Figure 1. Power grid (run 1).
Pins as bars on the die edge. Tap cells in gray.
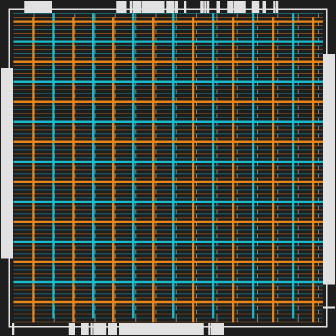
Figure 2. Placement by cell class (run 1).
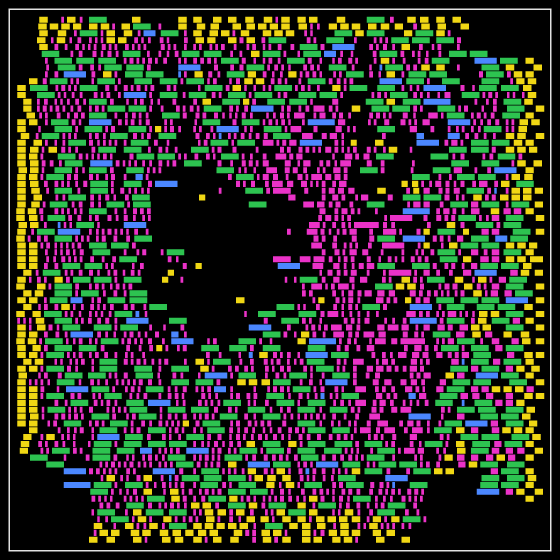
Figure 3. Clock wires, drivers and flops (run 1).
The bar under the picture is 50 um long.
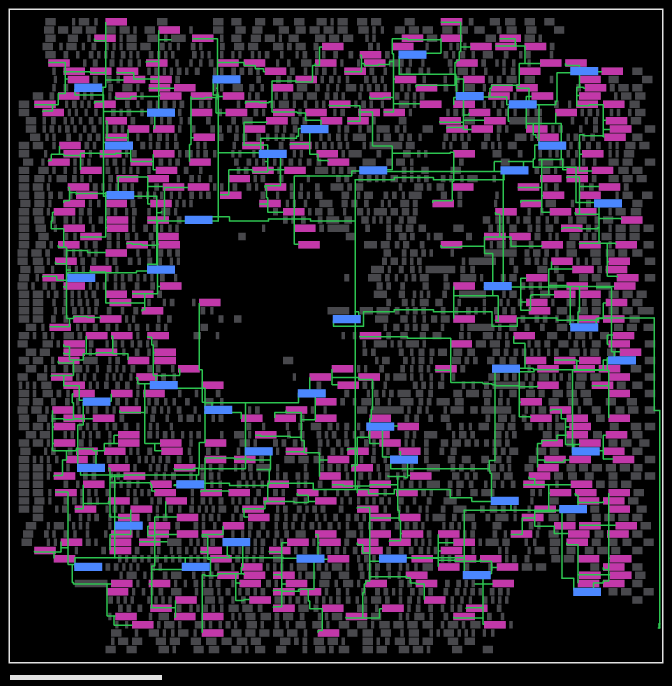
Figure 4. Metal layers overlaid (run 1).
The bar under the picture is 50 um long.
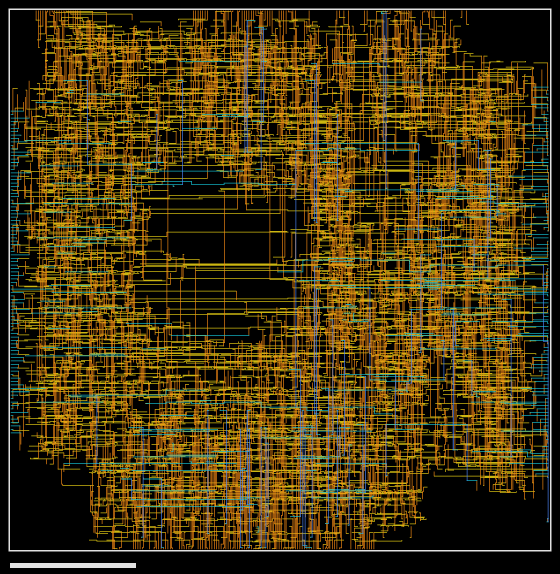
==> config.mk <==
export PLATFORM = sky130hd
export DESIGN_NAME = mp_add_seq
export DESIGN_NICKNAME = d
export VERILOG_FILES = /design/src/rtl/mp_add_seq.sv
export SDC_FILE = /design/constraint.sdc
export NUM_CORES = 1
export LEC_CHECK = 0
export CELL_PAD_IN_SITES_DETAIL_PLACEMENT = 1
export CELL_PAD_IN_SITES_GLOBAL_PLACEMENT = 1
export CORE_MARGIN = 2
export CORE_UTILIZATION = 39
export DETAILED_ROUTE_END_ITERATION = 8
export HOLD_SLACK_MARGIN = 0.05
export PLACE_DENSITY = 0.94
export SLEW_MARGIN = 0
export SYNTH_ARGS = -nofsm -noshare
export SYNTH_HDL_FRONTEND = slang
export SYNTH_SLANG_ARGS = --single-unit
==> constraint.sdc <==
create_clock -name clk -period 10.95 [get_ports clk]
set_input_delay 2.19 -clock clk [delete_from_list [all_inputs] [get_ports clk]]
set_output_delay 2.19 -clock clk [all_outputs]
set_load 0.005 [all_outputs]
==> job_summary.md, run 1 <==
## Implementation flow summary

| Metric | Value |
|---|---|
| DRC Markers | `0` |
| Post-synth cell types | `53` |
| CTS tree | `yes` |
| Path depth of the worst reg2reg path | `16` |
| Synth warn | `0` |
| Tot Pwr | `3.61 mW` |
| Clock Tree Root | `clkbuf_16` |
| Status | `finished clean` |
| Yosys stat area | `17300 um^2` |
| Aoi share | `a little under a quarter` |
| CP Max Fanout | `88` |
| Ys cells | `around 2400` |
| # resized after CTS | `0` |
| Max capacitance violation total | `0` |
| Top Layout Cells | `nand2_1 (774), a21oi_1 (493), clkdlybuf4s50_1 (391)` |
| Antenna violations before repair | `7` |
| Die ar. | `46100 um^2` |
| Setup-failing EPs final | `0` |
| Clock transition at path regs | `0.06 ns` |
| Worst min path class | `reg2reg` |
| Post-CTS Setup Inserts | `0` |
| Cycle use final | `50.6%` |
## Picture notes: Figure 1
cyan -> VDD
orange -> VSS
met5 straps = 15
signal pins = 394
tap cells = 592
met1 rails = 78
Chip Width: 215 um
die height: 215 um
IR drop worst, VDD: 0.0000959 V
core area: 44000 um^2

## Picture notes: Figure 2
green -> flip-flops  # cells 390
yellow -> other buffers and delay cells  # cells 409
blue -> clock drivers and dummy loads  # cells 73
magenta -> all other logic  # cells 1825
Design Area, Final: 23000 um^2
final cell utilization of the core: 52.1%
# rows: 77
Seq area share: 34.0%

## Picture notes: Figure 3
magenta -> flip-flops  # count 390
green -> clock wires  # length 5180 um
blue -> cells driving clock nets  # count 43
routed clock nets = 44
Insertion Delay late pin: 0.58 ns
clock power share: 41.9%
Worst Skew: 0.0181 ns
P_clk: 1.51 mW

## Picture notes: Figure 4
cyan -> met3  # wire length 3910 um
orange -> met2  # wire length 32.8 mm
blue -> met4  # wire length 2480 um
yellow -> met1  # wire length 29.9 mm
final wirelength: 69.0 mm
vias: 18302
total track usage: 29.2%
wire per inst: 20.9 um

run 1: through the flow:
step | hold slack, ns | setup slack (ns) | cell area, um^2 | instances
2_1_floorplan | 0.437 | 7.03 | 17300 | 2393
3_3_place_gp | 0.437 | 5.42 | 21500 | 3216
3_5_place_dp | 0.447 | 5.24 | 21500 | 3216
4_1_cts | 0.456 | 5.43 | 22900 | 3289
5_1_grt | 0.476 | 5.06 | 23000 | 3296
6_report | 0.454 | 5.41 | 23000 | 3296
run 1: power by group:
group          switching (mW)  total, mW  internal, mW  leakage, nW
clock network           0.602       1.51         0.911        0.709
logic                   0.353      0.565         0.212         4.65
registers              0.0398       1.53          1.49         3.19
run 1: per-layer routing:
metal	up-vias	global-route usage, %	wire length [um]	part of all wire, %
li1	8579	-	-	-
met1	8951	37.9	29900	43
met5	-	0	0	0
met2	636	48.7	32800	47
met4	0	11.5	2480	3.6
met3	136	4.51	3910	5.7
run 1: worst max-delay path: stages (launching register included):
cell and delay (ns):
dfxtp_1 0.48, ha_4 0.54, buf_4 0.79, a21oi_1 0.18, nor2_1 0.13, a21oi_1 0.06, nor2_1 0.12, a21oi_1 0.11
fa_1 0.50, fa_1 0.41, nand2b_1 0.21, a21oi_1 0.28, o211ai_1 0.24, a31oi_1 0.50, a21boi_0 0.25, xnor2_1 0.41
a22o_1 0.22
run 1: layout make-up:
| class | count | area [um^2] | share of cell area [%] |
|---|---|---|---|
| clock buffers | 59 | 1210 | 5.26 |
| well taps | 592 | 741 | 3.23 |
| inverters | 12 | 45.0 | 0.196 |
| diodes | 7 | 17.5 | 0.0763 |
| clock inverters | 14 | 235 | 1.02 |
| repair buffers | 409 | 4060 | 17.7 |
| flip-flops and latches | 390 | 7810 | 34.0 |
| multi-input cells | 1813 | 8840 | 38.5 |
Figure 5. Track usage over the die (run 1).
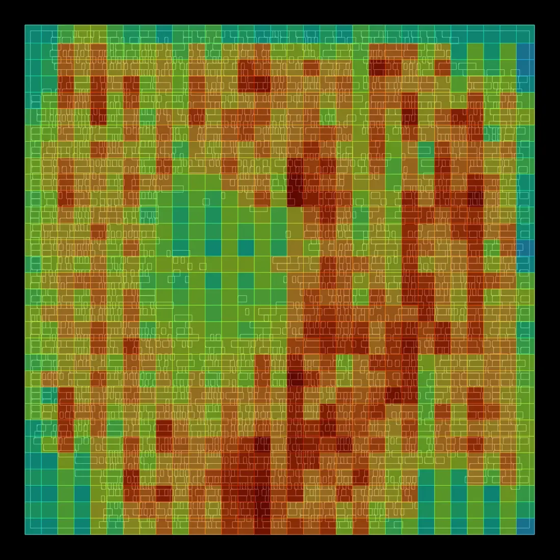

==> run 2: changes to the inputs <==
CORE_UTILIZATION = 32   (was 39)
PLACE_DENSITY = 0.84   (was 0.94)
clock period = 4.65 ns   (was 10.95 ns; I/O delays follow)
Figure 6. Track usage over the die (run 2).
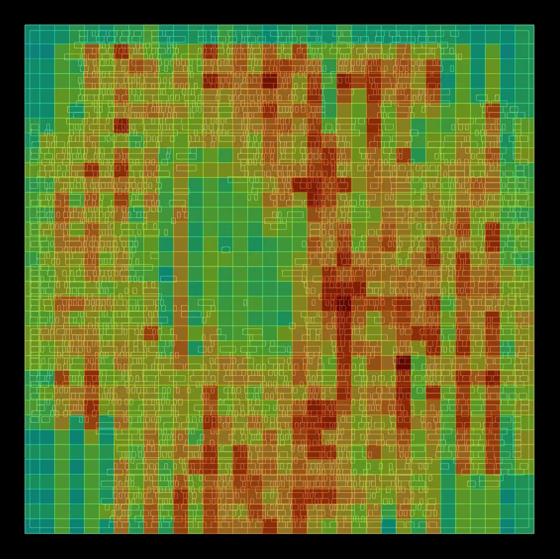
wire per inst: 20.0 um
met2 Use GR: 40.3%

==> run 2 against run 1 <==
Combinational power up 140%. Synthesized cell count stayed put. Sequential share of layout area down 1.1 points. Setup slack lost 5.3 ns. Critical path depth grew 1. Register-to-register slack worse by 5.3 ns. Clock skew grew 0.018 ns. Total power grew to 2.5 times the previous value. Die area up 21%.
==> job_summary.md, run 2 <==
## Implementation flow summary

| Metric | Value |
|---|---|
| Status | `finished clean` |
| Worst-path cell chain | `inv_1 > ha_4 > buf_4 > nand2_1 > nor2_1 > a21oi_1 > nor2_1 > a21oi_1 > o21ai_0 > ha_1 > a21oi_1 > o21ai_0 > a21oi_1 > nor2_2 > o311a_2 > a2111oi_4 > a22o_1` |
| Synth warn | `0` |
| # rows | `85` |
| Met1 Use GR | `31.7%` |
| Instance count on the critical path | `17` |
| Logic cell area | `8900 um^2` |
| Switching share of power | `26.7%` |
| Final wirelength | `68.7 mm` |
| Yosys stat area | `17300 um^2` |
| Cycle use final | `97.2%` |
| Path depth of the worst reg2reg path | `17` |
| Comb group | `approximately 1.4 mW` |
| CTS tree | `yes` |
| Core area | `53600 um^2` |
| Worst min path class | `reg2reg` |
| P_clk | `between 4 and 5 mW` |
| Setup-failing EPs final | `0` |
| Antenna violations before repair | `6` |
| Insertion Delay late pin | `roughly 0.58 ns` |
| Clock transition at path regs | `0.06 ns` |
| Crit path buffers/inverters | `2` |
| Die ar. | `~56000 um^2` |
| Flop area | `7810 um^2` |
| Clock Tree Root | `clkbuf_16` |
| Most used routing layer | `met2` |
| Top power group | `the clock network` |
| Ys cells | `2393` |
| Vias | `17921` |
| Pint | `6.61 mW` |
| Chip Width | `between 200 and 250 um` |
| CP Max Fanout | `16` |
| Slowest Stage Delay on Critical Path | `0.51 ns` |
| Register share of total power | `approximately 40%` |
| Post-synth cell types | `53` |
| Clock power share | `between 40% and 50%` |
| Die height | `237 um` |
| Gate power share | `15.2%` |
| Worst-path cell with the longest stage delay | `a2111oi_4` |
| Top Layout Cells | `nand2_1 (774), a21oi_1 (491), clkdlybuf4s50_1 (391)` |
| IR drop worst, VDD | `0.000245 V` |
| Design Area, Final | `23700 um^2` |
| Max capacitance violation total | `0` |
| DRC Markers | `0` |
run 2: cell counts after synthesis:
Identical to the previous run, type by type.
run 2: logic make-up (layout without fill, tap and decap cells):
logic type / after synthesis / count (layout) / synth area share [%]
xor gates and xnor gates: 17 / 17 / 0.860
buffers and inverters: 190 / 533 / 4.14
AOI/OAI and AO/OA: 715 / 715 / 23.4
adders and majority gates: 37 / 37 / 2.76
other: 0 / 4 / 0
DFF: 390 / 390 / 45.1
and+or+nand+nor: 1044 / 1044 / 23.7
run 2: cell type report:
cell class / instances / share of cell area [%]
multi-input cells: 1813 / 37.5
clock buffers: 65 / 5.83
clock inverters: 18 / 1.38
repair buffers: 438 / 18.5
flip-flops and latches: 390 / 32.9
inverters: 12 / 0.190
well taps: 696 / 3.67
diodes: 4 / 0.0422
run 2: per-layer routing:
metal | wire [um] | up-vias
met5 | 43 | -
li1 | - | 8651
met4 | 1590 | 8
met2 | 32700 | 452
met1 | 31500 | 8726
met3 | 2990 | 84
run 2: timing repair:
action                                  4_1_cts  5_1_grt
endpoints found under the setup margin        0       40
endpoints found under the hold margin         0        0
resized                                       0       12
buffers inserted                              0        1
run 2: metrics by stage:
stage | TNS [ns] | total power [mW] | hold slack, ns | std cells | util (%)
global route | -0.0139 | 9.37 | 0.472 | 3435 | 44.3
floorplan | 0 | 4.35 | 0.437 | 2393 | -
global placement | 0 | 4.97 | 0.443 | 3348 | 40.9
detailed placement | 0 | 5.02 | 0.447 | 3348 | 40.9
finish | 0 | 9.02 | 0.451 | 3436 | 44.3
CTS | 0 | 9.09 | 0.454 | 3431 | 44.1
run 2: tightest hold or removal path, cell delays in order (launching register included):
cell and delay [ns]:
dfxtp_1 0.31, nand2_1 0.05, a21oi_1 0.05
Power figures rest on the tool's default switching activity, not on a simulated workload.
